File: config.mk
export PLATFORM = sky130hd
export DESIGN_NAME = pipe_run_controller_flat
export DESIGN_NICKNAME = d
export VERILOG_FILES = /design/src/rtl/pipe_run_controller_pkg.sv /design/src/rtl/pipe_run_controller_if.sv /design/src/rtl/pipe_run_controller_hazard_detect.sv /design/src/rtl/pipe_run_controller.sv /design/src/flat_wrapper.sv
export SDC_FILE = /design/constraint.sdc
export NUM_CORES = 1
export LEC_CHECK = 0
export CAP_MARGIN = 30
export CELL_PAD_IN_SITES_DETAIL_PLACEMENT = 1
export CELL_PAD_IN_SITES_GLOBAL_PLACEMENT = 1
export CORE_MARGIN = 5
export CORE_UTILIZATION = 22
export DETAILED_ROUTE_END_ITERATION = 7
export GPL_TIMING_DRIVEN = 0
export MAX_ROUTING_LAYER = met4
export PLACE_DENSITY_LB_ADDON = 0.1
export SKIP_LAST_GASP = 1
export SYNTH_ARGS = -nofsm -noshare
export SYNTH_HDL_FRONTEND = slang
export SYNTH_SLANG_ARGS = --single-unit
export TNS_END_PERCENT = 30
File: constraint.sdc
create_clock -name i_clk -period 2.6 [get_ports i_clk]
set_input_delay 0.52 -clock i_clk [delete_from_list [all_inputs] [get_ports i_clk]]
set_output_delay 0.52 -clock i_clk [all_outputs]
set_load 0.05 [all_outputs]
File: src/rtl/pipe_run_controller_pkg.sv
// Shared constants for the pipeline run controller.
// State encoding, drain default and HALT opcode.
package pipe_run_controller_pkg;

   localparam logic [2:0] ST_IDLE   = 3'd0;
   localparam logic [2:0] ST_RUN    = 3'd1;
   localparam logic [2:0] ST_STEP   = 3'd2;
   localparam logic [2:0] ST_DRAIN  = 3'd3;
   localparam logic [2:0] ST_HALTED = 3'd4;

   localparam int DRAIN_CYCLES_DEF = 3;

   localparam logic [5:0] HALT_OPCODE = 6'h3f;

   function automatic logic is_active(input logic [2:0] st);
      return (st == ST_RUN) || (st == ST_STEP);
   endfunction

endpackage

File: src/rtl/pipe_run_controller_if.sv
// Control/status bundle between the run controller and the pipeline.
// master drives commands and hazard inputs, slave is the controller.
interface pipe_run_controller_if #(
   parameter int RBITS   = 5,
   parameter int CNTBITS = 32
);
   logic               i_start;
   logic               i_step;
   logic               i_halt_id;
   logic               i_flush_req;
   logic               i_idex_mem_read;
   logic [RBITS-1:0]   i_idex_rt;
   logic [RBITS-1:0]   i_ifid_rs;
   logic [RBITS-1:0]   i_ifid_rt;
   logic               o_pipe_en;
   logic               o_pc_write;
   logic               o_ifid_write;
   logic               o_ifid_flush;
   logic               o_idex_bubble;
   logic               o_halted;
   logic [CNTBITS-1:0] o_cycle_count;

   modport master (
      output i_start, i_step, i_halt_id, i_flush_req,
      output i_idex_mem_read, i_idex_rt, i_ifid_rs, i_ifid_rt,
      input  o_pipe_en, o_pc_write, o_ifid_write, o_ifid_flush,
      input  o_idex_bubble, o_halted, o_cycle_count
   );

   modport slave (
      input  i_start, i_step, i_halt_id, i_flush_req,
      input  i_idex_mem_read, i_idex_rt, i_ifid_rs, i_ifid_rt,
      output o_pipe_en, o_pc_write, o_ifid_write, o_ifid_flush,
      output o_idex_bubble, o_halted, o_cycle_count
   );
endinterface

File: src/rtl/pipe_run_controller_hazard_detect.sv
// Load-use hazard detector: EX load feeding a source in ID.
// Register 0 never creates a dependency.
module hazard_detect #(
   parameter int RBITS = 5
) (
   input  logic             idex_mem_read,
   input  logic [RBITS-1:0] idex_rt,
   input  logic [RBITS-1:0] ifid_rs,
   input  logic [RBITS-1:0] ifid_rt,
   output logic             stall
);

   assign stall = idex_mem_read
                & (idex_rt != '0)
                & ((idex_rt == ifid_rs) | (idex_rt == ifid_rt));

endmodule

File: src/rtl/pipe_run_controller.sv
// Run/step/halt/drain controller with load-use stall and flush.
// PIPE_CYCLE_COUNT_EN adds the enabled-cycle counter.
module pipe_run_controller
   import pipe_run_controller_pkg::*;
#(
   parameter int DRAIN_CYCLES = DRAIN_CYCLES_DEF,
   parameter int RBITS        = 5,
   parameter int CNTBITS      = 32
) (
   input logic                  i_clk,
   input logic                  i_rst_n,
   pipe_run_controller_if.slave bus
);

   localparam int DW = (DRAIN_CYCLES < 1) ? 1 : $clog2(DRAIN_CYCLES + 1);

   logic [2:0]    state_q;
   logic [2:0]    state_d;
   logic [DW-1:0] drain_q;
   logic          drain_load;
   logic          stall;
   logic          active;
   logic          pipe_en;
   logic          pc_write;
   logic          ifid_write;
   logic          ifid_flush;
   logic          idex_bubble;
   logic          halted;

   hazard_detect #(.RBITS(RBITS)) u_hazard (
      .idex_mem_read (bus.i_idex_mem_read),
      .idex_rt       (bus.i_idex_rt),
      .ifid_rs       (bus.i_ifid_rs),
      .ifid_rt       (bus.i_ifid_rt),
      .stall         (stall)
   );

   assign active = is_active(state_q);

   // Next state and pipeline enables; halt beats stall beats flush.
   always_comb begin
      state_d     = state_q;
      drain_load  = 1'b0;
      pipe_en     = 1'b0;
      pc_write    = 1'b0;
      ifid_write  = 1'b0;
      ifid_flush  = 1'b0;
      idex_bubble = 1'b0;
      halted      = 1'b0;
      unique case (1'b1)
         (state_q == ST_IDLE): begin
            if (bus.i_start)
               state_d = ST_RUN;
            else if (bus.i_step)
               state_d = ST_STEP;
         end
         active: begin
            pipe_en = 1'b1;
            if (bus.i_halt_id) begin
               state_d    = ST_DRAIN;
               drain_load = 1'b1;
            end else begin
               if (stall) begin
                  idex_bubble = 1'b1;
               end else begin
                  pc_write   = 1'b1;
                  ifid_write = 1'b1;
                  ifid_flush = bus.i_flush_req;
               end
               if (state_q == ST_STEP)
                  state_d = ST_IDLE;
            end
         end
         (state_q == ST_DRAIN): begin
            pipe_en     = 1'b1;
            idex_bubble = 1'b1;
            if (drain_q <= DW'(1))
               state_d = ST_HALTED;
         end
         (state_q == ST_HALTED): begin
            halted = 1'b1;
         end
         default: begin
            state_d = ST_IDLE;
         end
      endcase
   end

   // State register; reset always lands in IDLE.
   always_ff @(posedge i_clk or negedge i_rst_n) begin
      if (!i_rst_n)
         state_q <= ST_IDLE;
      else
         state_q <= state_d;
   end

   // Drain countdown, loaded as HALT leaves ID.
   always_ff @(posedge i_clk or negedge i_rst_n) begin
      if (!i_rst_n)
         drain_q <= '0;
      else if (drain_load)
         drain_q <= DW'(DRAIN_CYCLES);
      else if (state_q == ST_DRAIN && drain_q != '0)
         drain_q <= drain_q - DW'(1);
   end

   assign bus.o_pipe_en     = pipe_en;
   assign bus.o_pc_write    = pc_write;
   assign bus.o_ifid_write  = ifid_write;
   assign bus.o_ifid_flush  = ifid_flush;
   assign bus.o_idex_bubble = idex_bubble;
   assign bus.o_halted      = halted;

`ifdef PIPE_CYCLE_COUNT_EN
   logic [CNTBITS-1:0] cyc_q;

   // Count every edge the pipeline advances; wraps naturally.
   always_ff @(posedge i_clk or negedge i_rst_n) begin
      if (!i_rst_n)
         cyc_q <= '0;
      else if (pipe_en)
         cyc_q <= cyc_q + CNTBITS'(1);
   end

   assign bus.o_cycle_count = cyc_q;
`else
   assign bus.o_cycle_count = {CNTBITS{1'b0}};
`endif

endmodule

File: src/flat_wrapper.sv
// flat-port wrapper written by rule: the top's interface ports become plain ports
module pipe_run_controller_flat import pipe_run_controller_pkg::*;
#(
   parameter int DRAIN_CYCLES = DRAIN_CYCLES_DEF,
   parameter int RBITS        = 5,
   parameter int CNTBITS      = 32
)
  (i_clk, i_rst_n, bus_i_start, bus_i_step, bus_i_halt_id, bus_i_flush_req, bus_i_idex_mem_read, bus_i_idex_rt, bus_i_ifid_rs, bus_i_ifid_rt, bus_o_pipe_en, bus_o_pc_write, bus_o_ifid_write, bus_o_ifid_flush, bus_o_idex_bubble, bus_o_halted, bus_o_cycle_count);
  pipe_run_controller_if #(.RBITS(RBITS), .CNTBITS(CNTBITS)) bus_i ();
  input logic i_clk;
  input logic i_rst_n;
  input wire logic [$bits(bus_i.i_start)-1:0] bus_i_start;
  input wire logic [$bits(bus_i.i_step)-1:0] bus_i_step;
  input wire logic [$bits(bus_i.i_halt_id)-1:0] bus_i_halt_id;
  input wire logic [$bits(bus_i.i_flush_req)-1:0] bus_i_flush_req;
  input wire logic [$bits(bus_i.i_idex_mem_read)-1:0] bus_i_idex_mem_read;
  input wire logic [$bits(bus_i.i_idex_rt)-1:0] bus_i_idex_rt;
  input wire logic [$bits(bus_i.i_ifid_rs)-1:0] bus_i_ifid_rs;
  input wire logic [$bits(bus_i.i_ifid_rt)-1:0] bus_i_ifid_rt;
  output wire logic [$bits(bus_i.o_pipe_en)-1:0] bus_o_pipe_en;
  output wire logic [$bits(bus_i.o_pc_write)-1:0] bus_o_pc_write;
  output wire logic [$bits(bus_i.o_ifid_write)-1:0] bus_o_ifid_write;
  output wire logic [$bits(bus_i.o_ifid_flush)-1:0] bus_o_ifid_flush;
  output wire logic [$bits(bus_i.o_idex_bubble)-1:0] bus_o_idex_bubble;
  output wire logic [$bits(bus_i.o_halted)-1:0] bus_o_halted;
  output wire logic [$bits(bus_i.o_cycle_count)-1:0] bus_o_cycle_count;
  assign bus_i.i_start = bus_i_start;
  assign bus_i.i_step = bus_i_step;
  assign bus_i.i_halt_id = bus_i_halt_id;
  assign bus_i.i_flush_req = bus_i_flush_req;
  assign bus_i.i_idex_mem_read = bus_i_idex_mem_read;
  assign bus_i.i_idex_rt = bus_i_idex_rt;
  assign bus_i.i_ifid_rs = bus_i_ifid_rs;
  assign bus_i.i_ifid_rt = bus_i_ifid_rt;
  assign bus_o_pipe_en = bus_i.o_pipe_en;
  assign bus_o_pc_write = bus_i.o_pc_write;
  assign bus_o_ifid_write = bus_i.o_ifid_write;
  assign bus_o_ifid_flush = bus_i.o_ifid_flush;
  assign bus_o_idex_bubble = bus_i.o_idex_bubble;
  assign bus_o_halted = bus_i.o_halted;
  assign bus_o_cycle_count = bus_i.o_cycle_count;
  pipe_run_controller #(.DRAIN_CYCLES(DRAIN_CYCLES), .RBITS(RBITS), .CNTBITS(CNTBITS)) u_core (.i_clk(i_clk), .i_rst_n(i_rst_n), .bus(bus_i));
endmodule
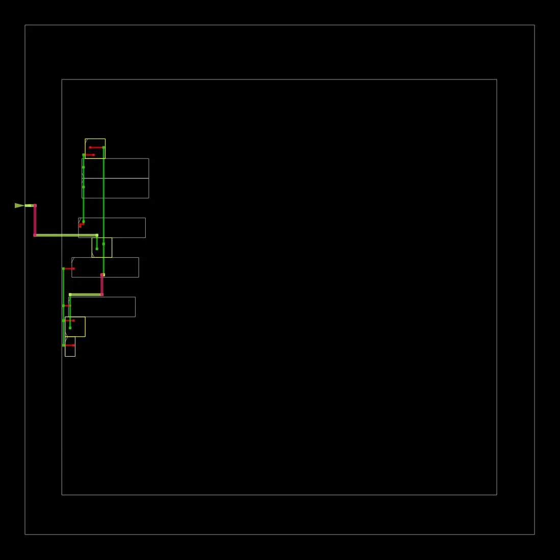
clock_nets.png
number of buffers created by CTS: 3
clock latency reported for the late side of the worst-skew pair: 240 ps
Sink Count: 5

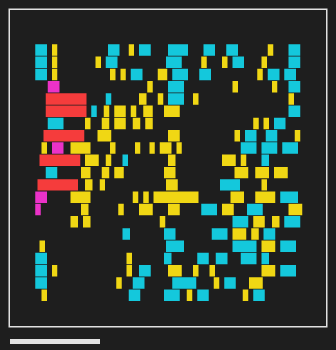
class_map.png
The bar under the picture is 20 um long.
- remaining logic cells: yellow (cells 93)
- clock drivers and dummy loads: magenta (cells 4)
- remaining buffers and delay cells: cyan (cells 64)
- sequential cells: red (cells 5)
fin util: 0.374
flop share of the area: 0.0979
Design Area, Final: 1280 um2
core area: 3420 um2
number of core rows: 21

==> reports/metrics.sh <==
AVGSYNTHCELLAREA_UM2=7.70
FIN_CELLS=212
SETUP-VIOLATIONS-FINAL=0
POSTPLACECELLAREA_UM2=1240
OUTCOME='completed'
CTS-HOLD-FIX-BUFFERS=0
FF2FF_PATH_DEPTH=6
INITIAL_ANTENNA_VIOLATION_COUNT=0
P_SEQ_FRAC=0.139
SETUP.WORST_PATH.END='bus_o_ifid_flush'
HOLD-WORST-SLACK_PS=493
HOLD_CLASS='input pin to asynchronous set/reset pin'
CAP_VIOL_MAX_COUNT=0
COMBPWRFRAC=0.773
POWER.CLOCK.FRACTION=0.087
POWER.SEQUENTIAL.TOTAL_uW=139
ROUTED_VIA_DENSITY=3.62
TOTALPOWERFINAL_uW=998
YOSYSSEQAREASHARE=0.158
ENDPOINT_KIND='output port'
R2R_START='u_core.state_q[1]'
DRTPASS1ITERATIONS=3
FINAL_COMMON_CELL='sky130_fd_sc_hd__buf_4'
ANTENNA_VIOLATING_NETS_POST_ROUTE=0
PIN_COUNT_OF_THE_BIGGEST_NET_ENTERING_GLOBAL_ROUTING=11
TIMING.CRITICAL_PATH.SLOWEST_CELL_DELAY_PS=520
POST_CTS.REPAIR.SETUP_BUFFERS=1
GRT_FIRST_PASS_WIRELENGTH_UM=3640
TIMING.CRITICAL_PATH.DEPTH=6
RRSETUPSLACK_PS=880
CLKCELLAREAFRAC=0.0206
WORST_SETUP_PATH_START_KIND='input pin'
AREA.SEQUENTIAL_UM2=125
SYNTHESIS.INSTANCES=103
CP_DATA_ARRIVAL_TIME_PS=2060
WORST-PATH-MAX-FANOUT=3
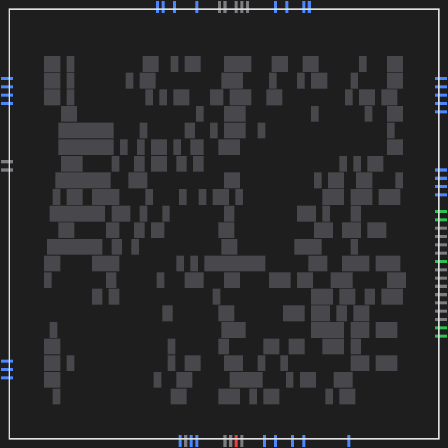
pinout.png
Pins as bars across the die edge, other pins in gray.
- bus_o_cycle_count: blue (pins 32; direction output; edge 9 right, 8 top, 8 bottom, 7 left)
- bus_i_idex_rt: green (pins 5; direction input; edge right)
- bus_o_pc_write: red (pins 1; direction output; edge bottom)
- all pins by edge: 25 right, 13 bottom, 13 top, 9 left
Chip Height: 70.0 um
number of I/O port buffers: 27
horizontal die dimension: 70.0 um

## Yosys cell counts
master and number:
sky130_fd_sc_hd__nand2_1 6, sky130_fd_sc_hd__dfrtp_1 5, sky130_fd_sc_hd__a2111oi_4 1, sky130_fd_sc_hd__o21a_1 1
sky130_fd_sc_hd__o21ai_0 3, sky130_fd_sc_hd__and2_1 2, sky130_fd_sc_hd__o22a_1 2, sky130_fd_sc_hd__or4_1 1
sky130_fd_sc_hd__o31ai_1 2, sky130_fd_sc_hd__ha_1 2, sky130_fd_sc_hd__or3_1 1, sky130_fd_sc_hd__conb_1 1
sky130_fd_sc_hd__nand3_1 3, sky130_fd_sc_hd__o211ai_1 1, sky130_fd_sc_hd__nor3_1 2, sky130_fd_sc_hd__nor2_1 8
sky130_fd_sc_hd__clkbuf_1 3, sky130_fd_sc_hd__nor3b_1 2, sky130_fd_sc_hd__a211oi_1 1, sky130_fd_sc_hd__o22ai_1 1
sky130_fd_sc_hd__xnor2_1 11, sky130_fd_sc_hd__mux2i_1 1, sky130_fd_sc_hd__buf_4 33, sky130_fd_sc_hd__o21bai_1 1
sky130_fd_sc_hd__inv_1 3, sky130_fd_sc_hd__a21oi_1 4, sky130_fd_sc_hd__nand2b_1 1, sky130_fd_sc_hd__or2_1 1
## state kept, by name, summed over array words and instances, names as in the netlist
register	flops
u_core.drain_q	2
u_core.state_q	3
## cell families (layout without fill, tap and decap cells)
logic type,count (synthesis),count (layout),share of synthesized area
XOR/XNOR,11,11,0.121
other,1,32,0.00473
multiplexers,1,1,0.0126
adder cells (fa/ha/maj),2,2,0.0315
AND-OR/OR-AND,17,17,0.166
AND/OR/NAND/NOR,27,27,0.166
buffers and inverters,39,71,0.341
flip-flops,5,5,0.158
